`src/rtl/mux_pipe_arb_pkg.sv`:
```
// Shared definitions for the mux_pipe_arb steering block: select-mode encoding.
package mux_pipe_arb_pkg;

    typedef enum logic {
        MUX_MODE_DIRECT = 1'b0,
        MUX_MODE_RR     = 1'b1
    } mux_mode_e;

endpackage

```
`src/rtl/mux_pipe_arb_rr_pick.sv`:
```
// Round-robin candidate search: first valid channel after base, wrapping around.
module mux_pipe_arb_rr_pick
    import mux_pipe_arb_pkg::*;
#(
    parameter int CHANNELS = 8,
    parameter int SEL_W    = 3
) (
    input  logic [CHANNELS-1:0] valid,
    input  logic [SEL_W-1:0]    base,
    output logic [SEL_W-1:0]    cand,
    output logic                any_valid
);

    int b;

    // Offset k=0 corresponds to base+1, so base itself is searched last.
    always_comb begin
        cand      = '0;
        any_valid = 1'b0;
        b         = int'(base);
        for (int k = 0; k < CHANNELS; k++) begin
            for (int i = 0; i < CHANNELS; i++) begin
                if (!any_valid && valid[i] && (i == ((b + 1 + k) % CHANNELS))) begin
                    any_valid = 1'b1;
                    cand      = SEL_W'(i);
                end
            end
        end
    end

endmodule

```
`src/rtl/mux_pipe_arb.sv`:
```
// N-channel registered mux with valid/ready handshake, directed or round-robin select.
// Optional even-parity output register enabled by defining MUX_PARITY_EN.
module mux_pipe_arb
    import mux_pipe_arb_pkg::*;
#(
    parameter int WIDTH    = 32,
    parameter int CHANNELS = 8,
    parameter int SEL_W    = 3
) (
    input  logic                      clk,
    input  logic                      reset_n,
    input  logic                      mode,
    input  logic [SEL_W-1:0]          sel,
    input  logic [CHANNELS*WIDTH-1:0] in_data,
    input  logic [CHANNELS-1:0]       in_valid,
    output logic [CHANNELS-1:0]       in_ready,
    output logic [WIDTH-1:0]          out_data,
    output logic [SEL_W-1:0]          out_chan,
    output logic                      out_valid,
`ifdef MUX_PARITY_EN
    output logic                      out_parity,
`endif
    input  logic                      out_ready
);

    logic [WIDTH-1:0] data_p1;
    logic [SEL_W-1:0] chan_p1;
    logic             vld_p1;
    logic [SEL_W-1:0] rr_ptr;

    logic             load_en;
    logic             sel_valid;
    logic [SEL_W-1:0] rr_cand;
    logic             rr_any;
    logic [SEL_W-1:0] cand;
    logic             grant;
    logic [WIDTH-1:0] cand_word;

    mux_pipe_arb_rr_pick #(
        .CHANNELS (CHANNELS),
        .SEL_W    (SEL_W)
    ) u_rr_pick (
        .valid     (in_valid),
        .base      (rr_ptr),
        .cand      (rr_cand),
        .any_valid (rr_any)
    );

    assign load_en = !vld_p1 || out_ready;

    // An out-of-range sel matches no channel, so it can never produce a grant.
    always_comb begin
        sel_valid = 1'b0;
        for (int i = 0; i < CHANNELS; i++) begin
            if (SEL_W'(i) == sel) sel_valid = in_valid[i];
        end
    end

    assign cand  = (mode == MUX_MODE_RR) ? rr_cand : sel;
    assign grant = reset_n && load_en && ((mode == MUX_MODE_RR) ? rr_any : sel_valid);

    always_comb begin
        in_ready  = '0;
        cand_word = '0;
        for (int i = 0; i < CHANNELS; i++) begin
            if (SEL_W'(i) == cand) begin
                in_ready[i] = grant;
                cand_word   = in_data[i*WIDTH +: WIDTH];
            end
        end
    end

    // Stage p1: output register, loaded on grant, drained when consumer accepts.
    always_ff @(posedge clk) begin
        if (!reset_n) begin
            vld_p1  <= 1'b0;
            data_p1 <= '0;
            chan_p1 <= '0;
            rr_ptr  <= SEL_W'(CHANNELS - 1);
        end else if (grant) begin
            vld_p1  <= 1'b1;
            data_p1 <= cand_word;
            chan_p1 <= cand;
            if (mode == MUX_MODE_RR) rr_ptr <= cand;
        end else if (out_ready) begin
            vld_p1 <= 1'b0;
        end
    end

`ifdef MUX_PARITY_EN
    logic par_p1;

    always_ff @(posedge clk) begin
        if (!reset_n)   par_p1 <= 1'b0;
        else if (grant) par_p1 <= ^cand_word;
    end

    assign out_parity = par_p1;
`endif

    assign out_data  = data_p1;
    assign out_chan  = chan_p1;
    assign out_valid = vld_p1;

endmodule

```
`config.mk`:
```
export PLATFORM = sky130hd
export DESIGN_NAME = mux_pipe_arb
export DESIGN_NICKNAME = d
export VERILOG_FILES = /design/src/rtl/mux_pipe_arb_pkg.sv /design/src/rtl/mux_pipe_arb_rr_pick.sv /design/src/rtl/mux_pipe_arb.sv
export SDC_FILE = /design/constraint.sdc
export NUM_CORES = 1
export LEC_CHECK = 0
export CORE_MARGIN = 4
export CORE_UTILIZATION = 44
export DETAILED_ROUTE_END_ITERATION = 7
export GPL_ROUTABILITY_DRIVEN = 0
export GPL_TIMING_DRIVEN = 0
export MAX_ROUTING_LAYER = met4
export PLACE_DENSITY_LB_ADDON = 0.25
export SLEW_MARGIN = 20
export SYNTH_ARGS = -nofsm -noshare
export SYNTH_HDL_FRONTEND = slang
export SYNTH_SLANG_ARGS = --single-unit
export TNS_END_PERCENT = 100
```
`constraint.sdc`:
```
create_clock -name clk -period 11.59 [get_ports clk]
set_input_delay 2.318 -clock clk [delete_from_list [all_inputs] [get_ports clk]]
set_output_delay 2.318 -clock clk [all_outputs]
set_load 0.02 [all_outputs]
```
==> results.txt <==
Physical implementation status

The run finished with clean final reports. The initial antenna violation count stands at 0. The critical path goes through clkdlybuf4s50_1, clkbuf_1, a21oi_1, o32ai_2, nor4_1, a221oi_1, o211ai_1, a21oi_1, nand4bb_4, nand2_1, clkbuf_1, nand2_1, nor2_1, clkdlybuf4s50_1. The cell area power density stands at 145.8 mW/mm². The maximum single-stage delay on the critical path stands at 0.62 ns. The worst hold path begins at out_chan[2]$_SDFFE_PN0P_. Entering global routing, the biggest net connects 12 pins. The latest clock arrival within the worst-skew pair stands at 0.29 ns. The relative slew slack stands at a little under half.

The wire-length estimate of the detail-placed layout is 22.54 mm. Per the synth stats, the flop cell with the highest instance count is sky130_fd_sc_hd__dfxtp_1. For the combinational group, total power comes out at 992 µW.

Of the combinational cells, the family taking the most area is AND-OR/OR-AND gates. After synthesis the cells add up to 0.005728 mm². The total internal power stands at 683.3 µW. The die is 122.1 µm wide. The die is 122.1 µm tall. The reported clock group power stands at between 100 and 150 µW. For reference, simple AND, OR, NAND and NOR cells occupy between 20% and 30% of the area reported after synthesis. For this design the total switching power over the nets is 658.7 µW.

The routed layout has 8000 vias. Sorting the synthesis cell report by count puts at the top sky130_fd_sc_hd__nand2_1. According to the report, the first pass of detailed routing completed in 7 iterations.

Summing the areas of all compound-gate instances in the mapped netlist gives 42.77% of the synthesized area. The accumulated negative setup slack stands at 0 ns. The area share of xor/xnor cells in the synthesized design stands at under 10%. The wire length the detailed router placed on met1 stands at 10.32 mm. For this block, the initial DRC count from the detailed router was roughly 1100. The max-capacitance violation count stands at 0. The clock transition at the register clock pins on the worst setup and hold paths after CTS stands at 0.05 ns. The cell total in the yosys stat output stands at between 700 and 800.

After synthesis, the most frequently instantiated cells are sky130_fd_sc_hd__nand2_1 (147), sky130_fd_sc_hd__o21ai_0 (74), sky130_fd_sc_hd__nor2_1 (58), sky130_fd_sc_hd__inv_1 (44), sky130_fd_sc_hd__dfxtp_1 (39). Per STA, the worst path accumulates the most delay in the family buffers and inverters. The largest share of the power goes to combinational cells. The number of gates given a new drive strength after cts stands at 0. The overall routed net length stands at between 20 and 30 mm.

The path with the worst hold slack has its endpoint at out_chan[2]$_SDFFE_PN0P_. The sum of buffers and inverters on the critical path stands at 4. The number of cells on the worst hold path stands at 2.

The chip footprint stands at ~0.015 mm². The distinct cell type count of the synthesized netlist stands at roughly 78. The script parses the final routing iteration and logs DRC violations as 0. After synthesis, the share of flip-flops with an asynchronous set or reset is 0%.

For this run, the detailed router reports a per-instance via density of 6.294. The number of nets in the layout stands at between 1000 and 1500. The met3 track demand over resource in global routing stands at 10.54%. The number of buffers created by CTS stands at 5.

The part of the total power dissipated in combinational logic stands at 73.9%. The sequential element share of the synthesized area stands at a little over an eighth. After detailed routing, no signal wire sits above met4.
[sequential cells by signal, summed over array words and instances (netlist names)]
register	cells
rr_ptr	3
out_valid	1
out_chan	3
out_data	32
[layout make-up]
class	count	area, µm²
multi-input cells	618	4312
fillers	1040	3467
repair buffers	312	3123
flip-flops and latches	39	780.7
plain buffers	77	466.7
well taps	172	215.2
inverters	45	168.9
clock buffers	7	132.6
clock inverters	1	5.005
[through the flow]
step                setup slack [ns]  total power, mW  area [µm²]  cells  utilization [%]
floorplan                      4.097           0.8122        5728    779                -
detailed placement             2.592            1.178        9066   1263            71.55
global route                   2.213            1.413        9204   1271            72.64
finish                         2.403            1.342        9204   1271            72.64
global placement               2.653            1.172        9066   1263            71.55
CTS                            2.556            1.320        9204   1271            72.64
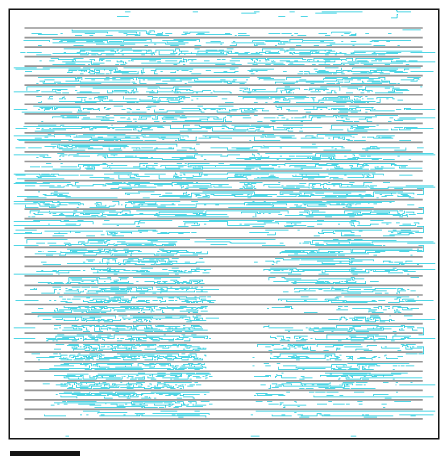
Fig. 1. Signal wires on met1.
The bar under the picture is 20 µm long. Supply wires on this layer in grey.
nets with wire on the layer: 1255
main direction: horizontal

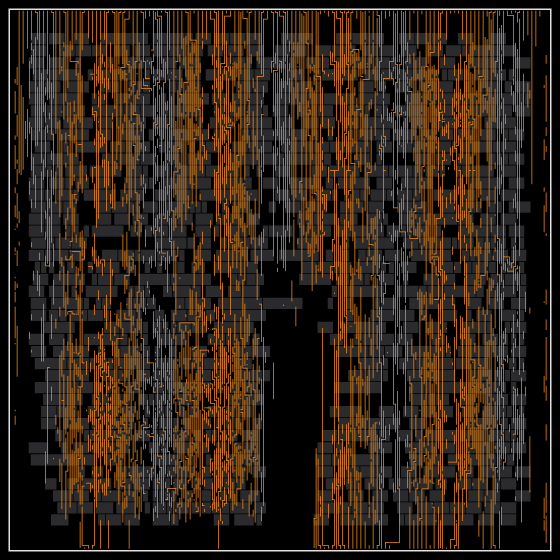
Fig. 2. Met2 routing.
main direction: vertical
longest straight run: 53.5 µm
share of all routed wire: 45%
nets with wire on the layer: 1190
wire length on this layer: 12800 µm

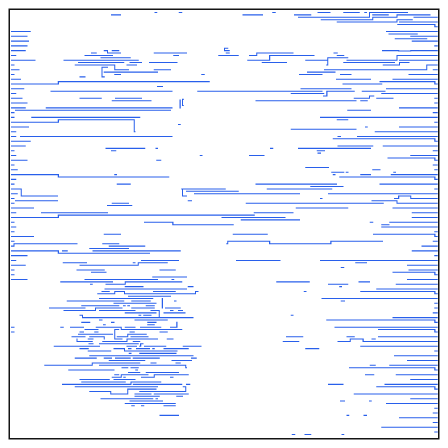
Fig. 3. The metal 3 layer.
nets with wire on the layer: 324
share of all routed wire: 13%

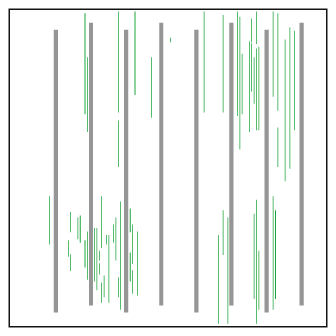
Fig. 4. Metal 4.
Supply wires on this layer in grey.
longest straight run: 54.4 µm
nets with wire on the layer: 55
main direction: vertical

Power and IR drop assume default switching activity.
